--- src/rtl/wb_port_arbiter_pkg.sv ---
// +----------------------------------------------------------------------------
// | wb_port_arbiter_pkg : shared constants and select helper for the write-port arbiter
// | Revision: 1.0
// +----------------------------------------------------------------------------
`default_nettype none

package wb_port_arbiter_pkg;

    localparam int DATA_W_DEF = 16;
    localparam int REG_AW_DEF = 3;

    localparam logic [1:0] WB_SEL_ALU = 2'b00;
    localparam logic [1:0] WB_SEL_MEM = 2'b01;
    localparam logic [1:0] WB_SEL_PC  = 2'b10;

    // The link value has priority over load data when both controls are raised.
    function automatic logic [1:0] wb_sel_of(input logic mem_to_reg, input logic jal_en);
        if (jal_en)
            return WB_SEL_PC;
        else if (mem_to_reg)
            return WB_SEL_MEM;
        else
            return WB_SEL_ALU;
    endfunction

endpackage

`default_nettype wire

--- src/rtl/wb_req_buf.sv ---
// +----------------------------------------------------------------------------
// | wb_req_buf : one-entry valid/ready holding register for a write request
// | Revision: 1.0
// +----------------------------------------------------------------------------
`default_nettype none

module wb_req_buf
    import wb_port_arbiter_pkg::*;
#(
    parameter int DATA_W = DATA_W_DEF,
    parameter int REG_AW = REG_AW_DEF
) (
    input  logic              clk,
    input  logic              rst,
    input  logic              push_valid,
    output logic              push_ready,
    input  logic [REG_AW-1:0] push_dst,
    input  logic [DATA_W-1:0] push_data,
    input  logic [1:0]        push_sel,
    input  logic              pop,
    output logic              full,
    output logic [REG_AW-1:0] dst,
    output logic [DATA_W-1:0] data,
    output logic [1:0]        sel
);

    // A granted entry drains at the same edge, so it may be refilled in that cycle.
    assign push_ready = !full || pop;

    always_ff @(posedge clk or posedge rst) begin
        if (rst) begin
            full <= 1'b0;
            dst  <= '0;
            data <= '0;
            sel  <= WB_SEL_ALU;
        end else if (push_valid && push_ready) begin
            full <= 1'b1;
            dst  <= push_dst;
            data <= push_data;
            sel  <= push_sel;
        end else if (pop) begin
            full <= 1'b0;
        end
    end

endmodule

`default_nettype wire

--- src/rtl/wb_port_arbiter.sv ---
// +----------------------------------------------------------------------------
// | wb_port_arbiter : register-file write-port arbiter between pipeline writeback and late loads
// | Revision: 1.0
// +----------------------------------------------------------------------------
`default_nettype none

module wb_port_arbiter
    import wb_port_arbiter_pkg::*;
#(
    parameter int DATA_W     = DATA_W_DEF,
    parameter int REG_AW     = REG_AW_DEF,
    parameter int STARVE_MAX = 3
) (
    input  logic              clk,
    input  logic              rst,
    input  logic              a_valid,
    output logic              a_ready,
    input  logic [REG_AW-1:0] a_dst,
    input  logic [DATA_W-1:0] a_alu,
    input  logic [DATA_W-1:0] a_mem,
    input  logic [DATA_W-1:0] a_pcn,
    input  logic              a_memToReg,
    input  logic              a_JAL_en,
    input  logic              b_valid,
    output logic              b_ready,
    input  logic [REG_AW-1:0] b_dst,
    input  logic [DATA_W-1:0] b_data,
    output logic              rf_wr_en,
    output logic [REG_AW-1:0] rf_wr_reg,
    output logic [DATA_W-1:0] rf_wr_data,
    output logic [1:0]        wb_sel,
    output logic              sel_err
);

    localparam int               CNT_W   = (STARVE_MAX < 1) ? 1 : $clog2(STARVE_MAX + 1);
    localparam logic [CNT_W-1:0] CNT_MAX = CNT_W'(STARVE_MAX);

    logic [1:0]        a_in_sel;
    logic [DATA_W-1:0] a_in_data;

    logic              a_full,  b_full;
    logic [REG_AW-1:0] a_q_dst, b_q_dst;
    logic [DATA_W-1:0] a_q_data, b_q_data;
    logic [1:0]        a_q_sel;
    logic [1:0]        unused_b_sel;

    logic              grant_a, grant_b;
    logic [CNT_W-1:0]  starve_cnt;

    // Only the selected word is buffered; the raw ALU/mem/PC inputs are dropped here.
    always_comb begin
        a_in_sel = wb_sel_of(a_memToReg, a_JAL_en);
        case (a_in_sel)
            WB_SEL_PC:  a_in_data = a_pcn;
            WB_SEL_MEM: a_in_data = a_mem;
            default:    a_in_data = a_alu;
        endcase
    end

    wb_req_buf #(.DATA_W(DATA_W), .REG_AW(REG_AW)) u_a_buf (
        .clk        (clk),
        .rst        (rst),
        .push_valid (a_valid),
        .push_ready (a_ready),
        .push_dst   (a_dst),
        .push_data  (a_in_data),
        .push_sel   (a_in_sel),
        .pop        (grant_a),
        .full       (a_full),
        .dst        (a_q_dst),
        .data       (a_q_data),
        .sel        (a_q_sel)
    );

    wb_req_buf #(.DATA_W(DATA_W), .REG_AW(REG_AW)) u_b_buf (
        .clk        (clk),
        .rst        (rst),
        .push_valid (b_valid),
        .push_ready (b_ready),
        .push_dst   (b_dst),
        .push_data  (b_data),
        .push_sel   (WB_SEL_MEM),
        .pop        (grant_b),
        .full       (b_full),
        .dst        (b_q_dst),
        .data       (b_q_data),
        .sel        (unused_b_sel)
    );

    // The older load wins unless A has starved long enough; a shared destination
    // always lets B go first so the younger A value is the one that survives.
    always_comb begin
        grant_b = b_full && !(a_full && (starve_cnt == CNT_MAX) && (a_q_dst != b_q_dst));
        grant_a = a_full && !grant_b;
    end

    always_ff @(posedge clk or posedge rst) begin
        if (rst) begin
            starve_cnt <= '0;
        end else if (a_full && b_full && grant_b) begin
            if (starve_cnt != CNT_MAX)
                starve_cnt <= starve_cnt + CNT_W'(1);
        end else begin
            starve_cnt <= '0;
        end
    end

    always_ff @(posedge clk or posedge rst) begin
        if (rst) begin
            rf_wr_en   <= 1'b0;
            rf_wr_reg  <= '0;
            rf_wr_data <= '0;
            wb_sel     <= WB_SEL_ALU;
            sel_err    <= 1'b0;
        end else begin
            rf_wr_en <= grant_a || grant_b;
            if (grant_b) begin
                rf_wr_reg  <= b_q_dst;
                rf_wr_data <= b_q_data;
            end else if (grant_a) begin
                rf_wr_reg  <= a_q_dst;
                rf_wr_data <= a_q_data;
                wb_sel     <= a_q_sel;
            end
            if (a_valid && a_ready && a_memToReg && a_JAL_en)
                sel_err <= 1'b1;
        end
    end

endmodule

`default_nettype wire

--- config.mk ---
export PLATFORM = sky130hd
export DESIGN_NAME = wb_port_arbiter
export DESIGN_NICKNAME = d
export VERILOG_FILES = /design/src/rtl/wb_port_arbiter_pkg.sv /design/src/rtl/wb_req_buf.sv /design/src/rtl/wb_port_arbiter.sv
export SDC_FILE = /design/constraint.sdc
export NUM_CORES = 1
export LEC_CHECK = 0
export CAP_MARGIN = 20
export CORE_ASPECT_RATIO = 0.6
export CORE_MARGIN = 3
export CORE_UTILIZATION = 47
export CTS_CLUSTER_DIAMETER = 200
export DETAILED_ROUTE_END_ITERATION = 12
export PLACE_DENSITY = 0.9
export SLEW_MARGIN = 20
export SYNTH_ARGS = -nofsm -noshare
export SYNTH_HDL_FRONTEND = slang
export SYNTH_SLANG_ARGS = --single-unit
--- constraint.sdc ---
create_clock -name clk -period 3.1 [get_ports clk]
set_input_delay 0.93 -clock clk [delete_from_list [all_inputs] [get_ports clk]]
set_output_delay 0.93 -clock clk [all_outputs]
set_load 0.02 [all_outputs]
Cells by drive strength:
The bar under the picture is 20 um long.
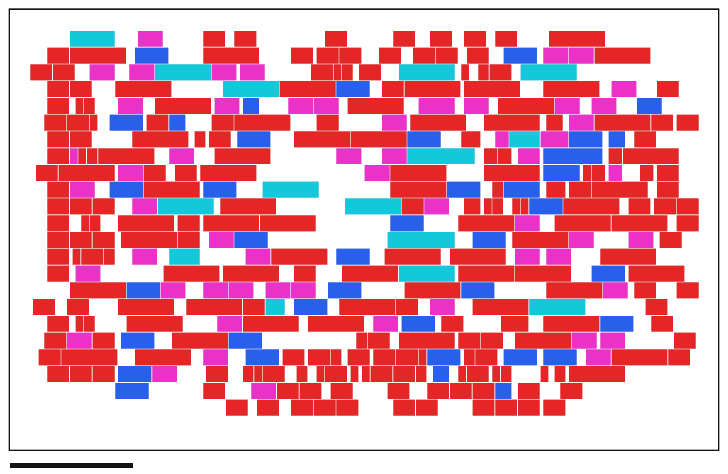
Key: _2 cells = magenta [cells 56]; _0 and _1 cells = red [cells 232]; _3 and _4 cells = blue [cells 39]; _6 and larger = cyan [cells 15]
fin worst setup slack: 127.5 ps
area delta synth->final: 41.11%
Buffers excl. clock: 104
final non-filler cell area: 4716 sq um

Register map, names as in the netlist:
The bar under the picture is 20 um long. Other sequential cells in the stronger gray, the rest of the logic in the fainter gray.
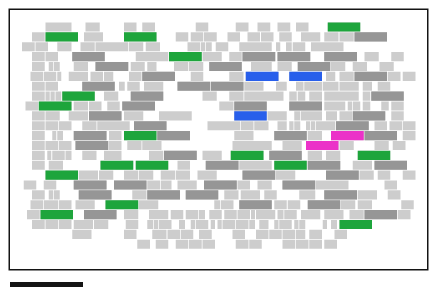
Key: u_b_buf.data = green [sequential cells 16, where widely spread]; wb_sel = magenta [sequential cells 2]; u_a_buf.dst = blue [sequential cells 3]
Another 46 sequential cells are not colored.
power of the sequential group: 0.00110 W
proportion of cell area occupied by registers: 35.55%

==> run summary <==
The following summarizes the physical implementation.

Placed design
The count of buffers from port buffering is 100. Once placement completed, the tool counted placed cells totaling 413. Note, the detailed placer reported a final HPWL of 5351 um. After its last routability iteration, the placer logged a weighted congestion of 0.7186.

Power
The combinational group share of total power is 23.6%. The share of power burned in the clock network is 38.8%. Power attributed to the clock group is 0.00113 W. The share of total power consumed by net switching is 25.34%. The internal portion of the total power is 0.002178 W.

GRT
The number of antenna violations at the first check in global routing is 0. The via count of the first global-routing pass is 2445.

Final layout
The fraction of final layout cells with drive strength greater than 1 is 32.16%. The final-layout fill cell count is 508. The count of inserted antenna diode cells is 0.

Per the layout area report, the combinational gate area comes to 1546 sq um.

Clocking
The count of hold buffers inserted by post-cts repair is 0. The number of sinks driven by the clock tree is 67. In this run, CTS created clock tree buffers numbering 9.

Synth
In this run, the synthesized area fraction spent on xor and xnor cells is recorded as 0.7862%. Of the total synthesized cell area, the portion taken by AND, OR, NAND and NOR gates is 4.380%. The warning tally printed by Yosys for this design is 0. The cell area that synthesis handed to floorplanning was 3342 sq um. In this run the mean area of a mapped cell was 14.28 sq um. The share of synthesized area occupied by flip-flops and latches is 50.17%. The synthesis-stage register bit count is 67.

Per the post-synthesis report, the number of cells in the design is 234. The area fraction in mux cells is 35.12%.

Floorplan
Pin placement for this block handled 101 I/O pins. Once the floorplan was initialized, standard cells occupied 49.21% of the core.

Route
The total vias in the final route is 2229. The violation tally recorded at the end of detailed-routing iteration 0 is 102. The detailed-routed wire length on met2 is 3725 um. The highest metal layer carrying signal wires in the routed design is met4.

STA
Counting pins that exceed their max-slew limit in the final report gives 0. The end-of-flow timing check tallies setup violations at 0.

Critical path
The largest driver fanout on the critical path is 3. The critical path class is flop to primary output. The sort of element at the end of the critical path is a primary output.

Flow run
Across all stage logs, warnings added up to 26.

Run status
The flow ran to the end, and the final reports show no timing, DRC or antenna violations.
Flops by top-level scope:
Other sequential cells in the stronger gray, the rest of the logic in the fainter gray.
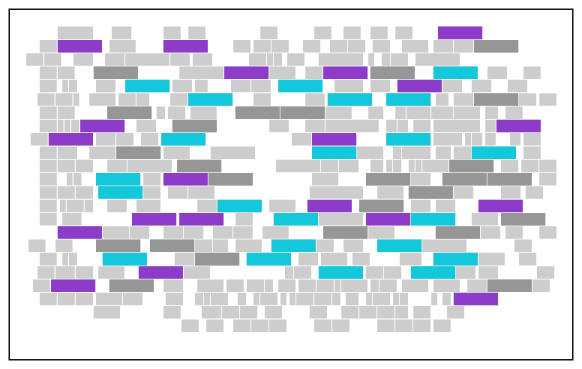
Key: u_a_buf = cyan [sequential cells 22]; u_b_buf = purple [sequential cells 20, where widely spread]
final cell count without fillers: 429
area enclosed by the die boundary: 8191 sq um

## stage by stage
step / hold slack (ps) / power, W
after floorplan: 473.6 / 0.001512
after global placement: 462.3 / 0.001770
after detailed placement: 457.9 / 0.001799
after CTS: 470.5 / 0.002937
after global routing: 494.7 / 0.003036
final: 469.8 / 0.002916
## cells in the final DEF (no fill, tap or decap), types with 2 or more instances in the layout
cell                                n
sky130_fd_sc_hd__buf_4              3
sky130_fd_sc_hd__bufinv_16          2
sky130_fd_sc_hd__clkbuf_16          9
sky130_fd_sc_hd__clkbuf_8           2
sky130_fd_sc_hd__clkdlybuf4s50_1  100
sky130_fd_sc_hd__clkinvlp_4         2
sky130_fd_sc_hd__dfrtp_1           67
sky130_fd_sc_hd__mux2_2            50
sky130_fd_sc_hd__mux2_4            30
sky130_fd_sc_hd__mux2i_1           16
sky130_fd_sc_hd__nand2_1           19
sky130_fd_sc_hd__nand2b_1           2
sky130_fd_sc_hd__o21ai_0           16
sky130_fd_sc_hd__or2_2              2
sky130_fd_sc_hd__xor2_1             2
## Yosys cell counts, drive strengths merged
cell	count	area (sq um)
mux2	80	1013
dfrtp	67	1677
nand2	20	82.58
o21ai	17	96.35
mux2i	16	160.2
buf	6	90.09
clkbuf	4	15.01
xor2	3	26.28
dlygate4sd1	2	17.52
nand2b	2	12.51
or2	2	12.51
a21bo	1	16.27
a21boi	1	7.510
a21oi	1	5.000
a31oi	1	6.260
a41o	1	10.01
and2	1	6.260
and2b	1	7.510
ha	1	12.51
inv	1	3.750
nand3	1	5.000
nor2	1	3.750
nor2b	1	6.260
nor3	1	10.01
o311ai	1	26.28
o31ai	1	12.51
## layer usage
layer | up-vias | track usage [%]
met1 | 1118 | 25.80
li1 | 1044 | -
met5 | - | 0
met4 | 0 | 4.427
met3 | 4 | 7.426
met2 | 63 | 33.08
## final timing paths
kind / startpoint / slack [ps] / depth (start not counted) / end
setup / recovery: u_a_buf.dst[1] / 130 / 3 / b_ready
hold / removal: sel_err / 470 / 1 / sel_err
setup reg to reg: u_b_buf.dst[2] / 890 / 4 / rf_wr_data[1]
hold reg to reg: sel_err / 470 / 1 / sel_err
max in group asynchronous: rst / 1790 / 3 / rf_wr_reg[2]
min in group asynchronous: rst / 1010 / 3 / u_b_buf.data[0]
## logic make-up (layout without fill, tap and decap cells)
logic type               count (synthesis)  in the layout
XOR/XNOR                                 3              3
AND/OR/NAND/NOR                         30             30
adder cells (fa/ha/maj)                  1              1
buffers and inverters                   13            121
flip-flops                              67             67
multiplexers                            96             96
AND-OR/OR-AND                           24             24
## final cells by class
cell class	instances	area share (%)
multi-input cells	154	32.79
inverters	1	0.07960
flip-flops and latches	67	35.55
clock inverters	5	1.778
repair buffers	104	22.13
clock buffers	11	5.360
well taps	87	2.308
## critical path: stages, from the launching register on
cell                              delay [ps]
sky130_fd_sc_hd__dfrtp_1                 430
sky130_fd_sc_hd__xor2_2                  230
sky130_fd_sc_hd__o311ai_4                390
sky130_fd_sc_hd__clkdlybuf4s50_1         670
## what timing repair did
action,CTS,global route
endpoints found under the setup margin,0,1
endpoints found under the hold margin,0,0
resized,0,1
Power and IR drop assume default switching activity.
